**src/rtl/inst_fetch_unit.sv**
```systemverilog
// Instruction fetch stage: picks BIOS ROM or relocated process memory per fetch,
// bounds-checks and times out memory reads, and hands words to the core.
module inst_fetch_unit #(
    parameter int unsigned ADDR_W     = 32,
    parameter logic [15:0] TIMEOUT    = 16'd1024,
    parameter logic [31:0] FAULT_INST = 32'h01000000
) (
    input  logic              clk,
    input  logic              rst_n,
    input  logic [31:0]       pc,
    input  logic [0:31]       bios_instruction,
    input  logic              controll,
    input  logic [1:0]        bios_state,
    input  logic [31:0]       proc_base,
    input  logic [31:0]       proc_limit,
    input  logic [31:0]       mem_rdata,
    input  logic              mem_ready,
    output logic              mem_req,
    output logic [ADDR_W-1:0] mem_addr,
    output logic [0:31]       instruction,
    output logic              inst_valid,
    input  logic              inst_ready,
    output logic              done_inst,
    output logic              fetch_fault
);

    typedef enum logic [1:0] {IDLE, SEL, MWAIT, VALID} state_t;

    state_t      state;
    logic        src;
    logic        was_proc;
    logic [31:0] base_reg;
    logic [15:0] timer;
    logic [31:0] reloc;

    assign reloc = base_reg + pc;

    always_ff @(posedge clk or negedge rst_n) begin
        if (!rst_n) begin
            state       <= IDLE;
            src         <= 1'b0;
            was_proc    <= 1'b0;
            base_reg    <= '0;
            timer       <= '0;
            mem_req     <= 1'b0;
            mem_addr    <= '0;
            instruction <= '0;
            inst_valid  <= 1'b0;
            done_inst   <= 1'b0;
            fetch_fault <= 1'b0;
        end else begin
            done_inst <= 1'b0;
            was_proc  <= (bios_state == 2'd2);
            // base only moves on entry to PROCESSEXEC; an in-flight address is untouched
            if (bios_state == 2'd2 && !was_proc)
                base_reg <= proc_base;
            unique case (state)
                IDLE: begin
                    if (bios_state != 2'd0)
                        state <= SEL;
                end
                SEL: begin
                    src <= controll;
                    if (bios_state == 2'd0) begin
                        state <= IDLE;
                    end else if (controll) begin
                        instruction <= bios_instruction;
                        inst_valid  <= 1'b1;
                        state       <= VALID;
                    end else if (pc >= proc_limit) begin
                        instruction <= FAULT_INST;
                        fetch_fault <= 1'b1;
                        inst_valid  <= 1'b1;
                        state       <= VALID;
                    end else begin
                        mem_addr <= ADDR_W'(reloc);
                        mem_req  <= 1'b1;
                        timer    <= '0;
                        state    <= MWAIT;
                    end
                end
                MWAIT: begin
                    if (mem_ready) begin
                        mem_req <= 1'b0;
                        if (controll != src) begin
                            state <= SEL;
                        end else begin
                            instruction <= mem_rdata;
                            inst_valid  <= 1'b1;
                            state       <= VALID;
                        end
                    end else if (timer == TIMEOUT - 16'd1) begin
                        mem_req     <= 1'b0;
                        instruction <= FAULT_INST;
                        fetch_fault <= 1'b1;
                        inst_valid  <= 1'b1;
                        state       <= VALID;
                    end else begin
                        timer <= timer + 16'd1;
                    end
                end
                VALID: begin
                    if (inst_ready) begin
                        inst_valid  <= 1'b0;
                        fetch_fault <= 1'b0;
                        done_inst   <= 1'b1;
                        state       <= (bios_state == 2'd0) ? IDLE : SEL;
                    end
                end
                default: state <= IDLE;
            endcase
        end
    end

endmodule
```
**config.mk**
```make
export PLATFORM = sky130hd
export DESIGN_NAME = inst_fetch_unit
export DESIGN_NICKNAME = d
export VERILOG_FILES = /design/src/rtl/inst_fetch_unit.sv
export SDC_FILE = /design/constraint.sdc
export NUM_CORES = 1
export LEC_CHECK = 0
export ABC_AREA = 1
export CAP_MARGIN = 10
export CORE_AREA = 8 8 175 177
export CTS_BUF_LIST = sky130_fd_sc_hd__clkbuf_8
export CTS_CLUSTER_DIAMETER = 60
export DETAILED_ROUTE_END_ITERATION = 8
export DIE_AREA = 0 0 183 185
export PLACE_DENSITY = 0.65
export SYNTH_ARGS = -nofsm -noshare
export SYNTH_HDL_FRONTEND = slang
export SYNTH_SLANG_ARGS = --single-unit
```
**constraint.sdc**
```tcl
create_clock -name clk -period 2.8 [get_ports clk]
set_clock_uncertainty 0.05 [all_clocks]
set_input_delay 0.28 -clock clk [delete_from_list [all_inputs] [get_ports clk]]
set_output_delay 0.28 -clock clk [all_outputs]
set_load 0.01 [all_outputs]
```
Run 1, met1 routing:
Scale bar: 50 um.
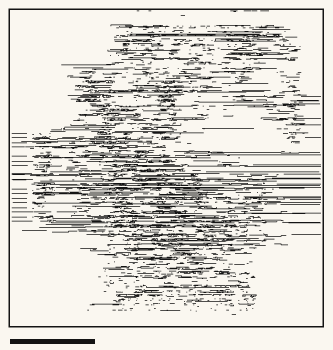
longest straight run: 76.4 um
nets with wire on the layer: 1420
share of all routed wire: 46%
wire length on this layer: 12300 um

Run 1, the metal 2 layer:
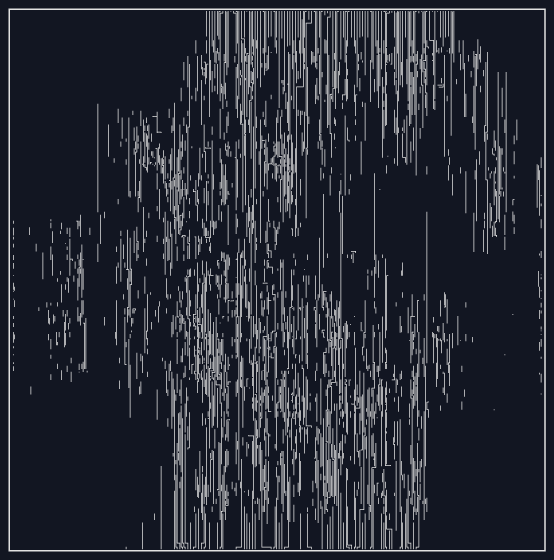
nets with wire on the layer: 1247
longest straight run: 60.7 um
wire length on this layer: 12700 um
main direction: vertical
share of all routed wire: 47%

Run 1, signal wires on met3:
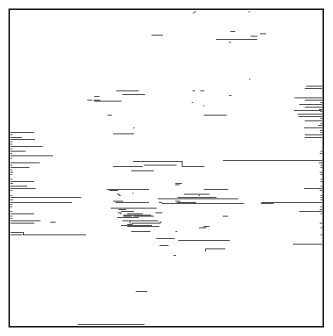
share of all routed wire: 5.2%
nets with wire on the layer: 138
wire length on this layer: 1410 um
main direction: horizontal
longest straight run: 57.7 um

==> results_dict.tcl, run 1 <==
# metrics dict for downstream scripts
set metrics [dict create \
    drc 0 \
    final_util_pct 41.15 \
    hold_ws_ns 0.1685 \
    mux_area_share_pct 4.257 \
    place.gp.congestion 0.9313 \
    drt_wl_total_um 26890 \
    rows 62 \
    first_global_vias 7796 \
    grt_pass1_wl_um 41770 \
    logic_family "simple AND/OR/NAND/NOR gates" \
    setup_ws_ns 0.4576 \
    switching_share_pct 40.36 \
    cp.arrival_ns 2.62 \
    setup_violations 0 \
    max_freq_ghz 0.4269 \
    initCoreUtil_pct 29.20 \
    critPathMaxFanout 42 \
    combPwrFrac_pct 50.0 \
    ys_cells 1037 \
    drive_gt1_share_pct 11.75 \
    ys_warn_count 0 \
    ys_chip_area_sq_um 8200 \
    core_area_sq_um 28080 \
    power_density_nw_per_um2 733.7 \
    drtAntennaViolNets 0 \
    grt_max_degree 76 \
    seqPwrFrac_pct 30.2 \
    stdcell_count 1686 \
    critical_path_class "in -> reg" \
    post_cts_buffers 0 \
    vias 7822 \
    tns_ns 0 \
    report.final.slew_viol_count 0 \
    die_y_um 185 \
    post_cts_resized 0 \
    p_total_mw 8.478 \
    area_leaders "dfrtp_1 (37%), nand2_1 (12%), ha_1 (9.8%), inv_1 (5.1%), mux2_2 (4.3%)" \
    ys_sh_aoi_pct 14.74 \
    nets 1521 \
    path_clk_slew_ns 0.08 \
    hp-class "in -> async" \
    status "completed" \
    tool_warnings 26 \
    clockRootBuffer "clkbuf_8" \
    p_leak_nw 5.279 \
    period_used_pct 83.66 \
    cts_buffer_depth 2 \
]
[run 1: worst max-delay path, stage by stage]
cell	delay [ns]
clkdlybuf4s50_1	0.48
ha_1	0.31
nand2_1	0.09
inv_1	0.09
nand3_1	0.09
nor3_1	0.21
and3_1	0.26
nand2_1	0.13
nand3_2	0.16
nand3_2	0.13
buf_12	0.22
nand2_1	0.10
o21ai_2	0.05
[run 1: Yosys cell counts, drive strengths merged]
| library cell | instances |
|---|---|
| a21o | 1 |
| fa | 1 |
| buf | 17 |
| nor4 | 3 |
| a32oi | 31 |
| a21oi | 53 |
| inv | 117 |
| xor2 | 12 |
| nand2 | 276 |
| mux2 | 31 |
| xnor2 | 16 |
| nand3 | 48 |
| nor3 | 16 |
| nand3b | 4 |
| nor2 | 87 |
| o21ai | 96 |
| a21boi | 3 |
| and2 | 1 |
| and3 | 1 |
| ha | 64 |
| clkinv | 1 |
| o21a | 2 |
| a211oi | 1 |
| nand4 | 11 |
| or2 | 5 |
| o21bai | 6 |
| dfrtp | 120 |
| clkbuf | 13 |
[run 1: layout by cell type (no fill, tap or decap), types with 31 or more instances in the layout]
cell             instances
mux2_2                  31
o21ai_0                 60
a32oi_1                 31
ha_1                    64
nand2_1                257
inv_1                  113
a21oi_1                 53
clkdlybuf4s50_1        233
nor2_1                  81
nand3_1                 45
dfrtp_1                120
[run 1: power groups by stage]
stage               registers (mW)  logic [mW]  clock network (mW)
floorplan                     2.74        2.25                   0
global placement              2.58        4.23                   0
detailed placement            2.60        4.27                   0
CTS                           2.57        4.29                1.74
global route                  2.63        4.65                1.82
finish                        2.56        4.24                1.68
[run 1: per-layer routing]
| metal | vias up | wire length (um) | share of wire (%) | global-route usage (%) |
|---|---|---|---|---|
| li1 | 3958 | - | - | - |
| met1 | 3622 | 12330 | 46 | 20.80 |
| met2 | 216 | 12700 | 47 | 25.38 |
| met4 | 0 | 452 | 1.7 | 4.750 |
| met3 | 26 | 1407 | 5.2 | 3.099 |
| met5 | - | 0 | 0 | 0 |
[run 1: cell families after synthesis]
family | count (synthesis)
adder cells (fa/ha/maj) | 65
XOR/XNOR | 28
multiplexers | 31
buffers and inverters | 148
AND-OR/OR-AND | 193
flip-flops | 120
AND/OR/NAND/NOR | 452
[run 1: area by class of cell]
type                            count  area (sq um)  share of cell area, %
Sequential cell                   120          3003                  25.99
Clock buffer                       17         234.0                  2.025
Inverter                          118         442.9                  3.833
Multi-Input combinational cell    769          4582                  39.65
Timing Repair Buffer              263          2635                  22.80
Clock inverter                     15         177.7                  1.538
Tap cell                          384         480.5                  4.158
[run 1: worst paths after layout]
check                              start             end  slack (ns)  cells past startpoint
hold reg to reg               inst_valid      inst_valid        0.43                      2
setup reg to reg             base_reg[0]    mem_addr[22]        0.48                     14
min in group clk           bios_state[1]        was_proc        0.34                      3
setup / recovery                  pc[30]  instruction[6]        0.46                     13
hold / removal                     rst_n     base_reg[6]        0.17                      2
max in group asynchronous          rst_n     base_reg[2]        1.79                      3
Run 1, routing congestion map:
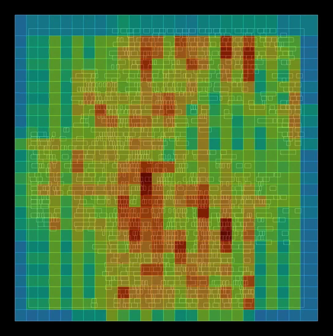

--- run 2 (diff from run 1) ---
==> constraint.sdc (replaced) <==
create_clock -name clk -period 2.45 [get_ports clk]
set_clock_uncertainty 0.05 [all_clocks]
set_input_delay 0.245 -clock clk [delete_from_list [all_inputs] [get_ports clk]]
set_output_delay 0.245 -clock clk [all_outputs]
set_load 0.01 [all_outputs]
Run 2, routing congestion map:
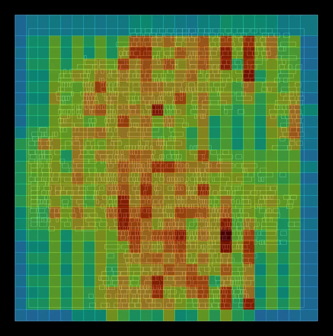
Routed WL per cell: 15.55 um
met1 Resource Use GR: 21.19%

==> run 2 against run 1 <==
Effect of this change:
- clock-buffer cell count is 1 higher
- routed wire length up 3.0%
- largest cell class unchanged
- final area increased by 6.7%
- register-to-register slack got worse by 0.34 ns
- setup slack worse by 0.33 ns
- global-route usage increased by 0.72 points
- area after synthesis did not move
==> results_dict.tcl, run 2 <==
# metrics dict for downstream scripts
set metrics [dict create \
    power_density_nw_per_um2 827.4 \
    seqCellArea_sq_um 3003 \
    post_cts_buffers 0 \
    tool_warnings 27 \
    grt_max_degree 50 \
    area_growth_pct 50.34 \
    lay_top_cells "nand2_1 (254), clkdlybuf4s50_1 (233), dfrtp_1 (120)" \
    cts_buffer_depth 2 \
    initCoreUtil_pct 29.20 \
    top_cell "nand2_1" \
    post_dp_cell_area_sq_um 11850 \
    switching_share_pct 38.68 \
    ff_type "dfrtp_1" \
    nets 1617 \
    drive_gt1_share_pct 18.05 \
    combPwrFrac_pct 52.0 \
    p_leak_nw 5.757 \
    critPathMaxFanout 4 \
    max_freq_ghz 0.4314 \
    async_flop_share_pct 100.0 \
    drtAntennaViolNets 0 \
    slew_headroom_pct 61.95 \
    ys_cells 1037 \
    period_used_pct 94.61 \
    drc 0 \
    power.internal_mw 6.255 \
    tns_ns 0 \
    hp-class "in -> async" \
    final_util_pct 43.90 \
    ys_warn_count 0 \
    hold_ws_ns 0.2850 \
    cp.arrival_ns 2.57 \
    area_leaders "dfrtp_1 (37%), nand2_1 (12%), ha_1 (9.8%), inv_1 (5.1%), mux2_2 (4.3%)" \
    lay_top_count "nand2_1" \
    setup_violations 0 \
    place.gp.congestion 0.8973 \
    setup_ws_ns 0.1321 \
    logic_area_sq_um 4617 \
    yosysSeqAreaShare_pct 36.62 \
    clockRootBuffer "clkbuf_8" \
    yosys-top-cells-count "nand2_1 (257), dfrtp_1 (120), inv_1 (111), nor2_1 (82), ha_1 (64)" \
    cp.required_ns 2.70 \
    report.final.slew_viol_count 0 \
    core_area_sq_um 28080 \
    grt_pass1_wl_um 44110 \
    ys_chip_area_sq_um 8200 \
    cts_max_level 4 \
    final_area_sq_um 12330 \
    critical_path_class "in -> reg" \
    status "completed" \
    edf_count 0 \
    clkPwrFrac_pct 19.1 \
    rows 62 \
    hold_viol_final 0 \
    first_global_vias 8356 \
    path_clk_slew_ns 0.08 \
    numCtsBuffers 17 \
    seqPwrFrac_pct 28.9 \
    die_y_um 185 \
]
Run 2, signal wires on met3:
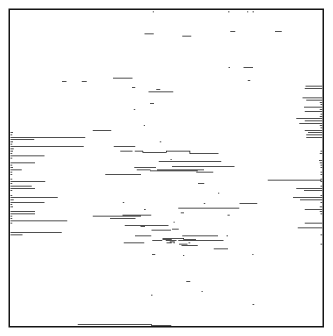
share of all routed wire: 4.7%
nets with wire on the layer: 131
wire length on this layer: 1290 um
final WL: 27700 um
total number of vias: 8185
grt met3 use: 3.060%

[run 2: final cells by class]
type                    instances  area share [%]
multi-input cells             769           37.45
repair buffers                359           27.36
flip-flops and latches        120           24.36
well taps                     384           3.897
inverters                     118           3.593
clock buffers                  18           2.010
clock inverters                12           1.309
diodes                          1         0.02030
[run 2: worst max-delay path, stage by stage]
cell	delay, ns
clkdlybuf4s50_1	0.45
buf_4	0.15
ha_1	0.37
a21oi_1	0.23
o21ai_0	0.21
a21oi_1	0.32
nand3_1	0.15
xnor2_1	0.30
o21ai_0	0.15
[run 2: power by group through the flow]
stage	clock network (mW)	registers [mW]	logic, mW
after floorplan	0	3.13	2.58
after global placement	0	2.95	5.24
after detailed placement	0	2.99	5.29
after CTS	2.00	2.95	5.32
after global routing	2.08	3.02	5.86
final	1.95	2.94	5.31
[run 2: logic make-up after synthesis]
| kind of cell | synth area share (%) |
|---|---|
| fa+ha+maj | 10.01 |
| flops | 36.62 |
| simple gates | 23.85 |
| buf+inv | 7.537 |
| mux | 4.257 |
| compound gates | 14.74 |
| xor+xnor | 2.990 |
[run 2: path summary, 6_finish.rpt]
| check | startpoint | endpoint | slack, ns | cells after the start |
|---|---|---|---|---|
| max | pc[15] | mem_addr[20] | 0.13 | 9 |
| min | rst_n | base_reg[16] | 0.29 | 2 |
| max reg2reg | base_reg[0] | mem_addr[22] | 0.14 | 14 |
| min reg2reg | mem_addr[13] | mem_addr[13] | 0.42 | 2 |
| max in group asynchronous | rst_n | instruction[19] | 1.41 | 3 |
| min in group clk | inst_ready | done_inst | 0.33 | 3 |
[run 2: per-layer routing]
layer  global-route usage [%]  up-vias  part of all wire [%]
met3                    3.060       40                   4.7
met5                        0        -                     0
met2                    26.63      199                    47
met4                    6.604        0                   2.4
li1                         -     4159                     -
met1                    21.19     3787                    46
[run 2: through the flow]
stage | cells | power [mW]
6_report | 1781 | 10.20
4_1_cts | 1779 | 10.27
3_3_place_gp | 1748 | 8.187
2_1_floorplan | 1037 | 5.706
3_5_place_dp | 1748 | 8.280
5_1_grt | 1781 | 10.97
[run 2: what timing repair did]
action,in CTS,in global routing
setup endpoints to repair,0,77
endpoints found under the hold margin,38,0
gates resized,0,8
hold buffers,1,0
Power and IR drop assume default switching activity.
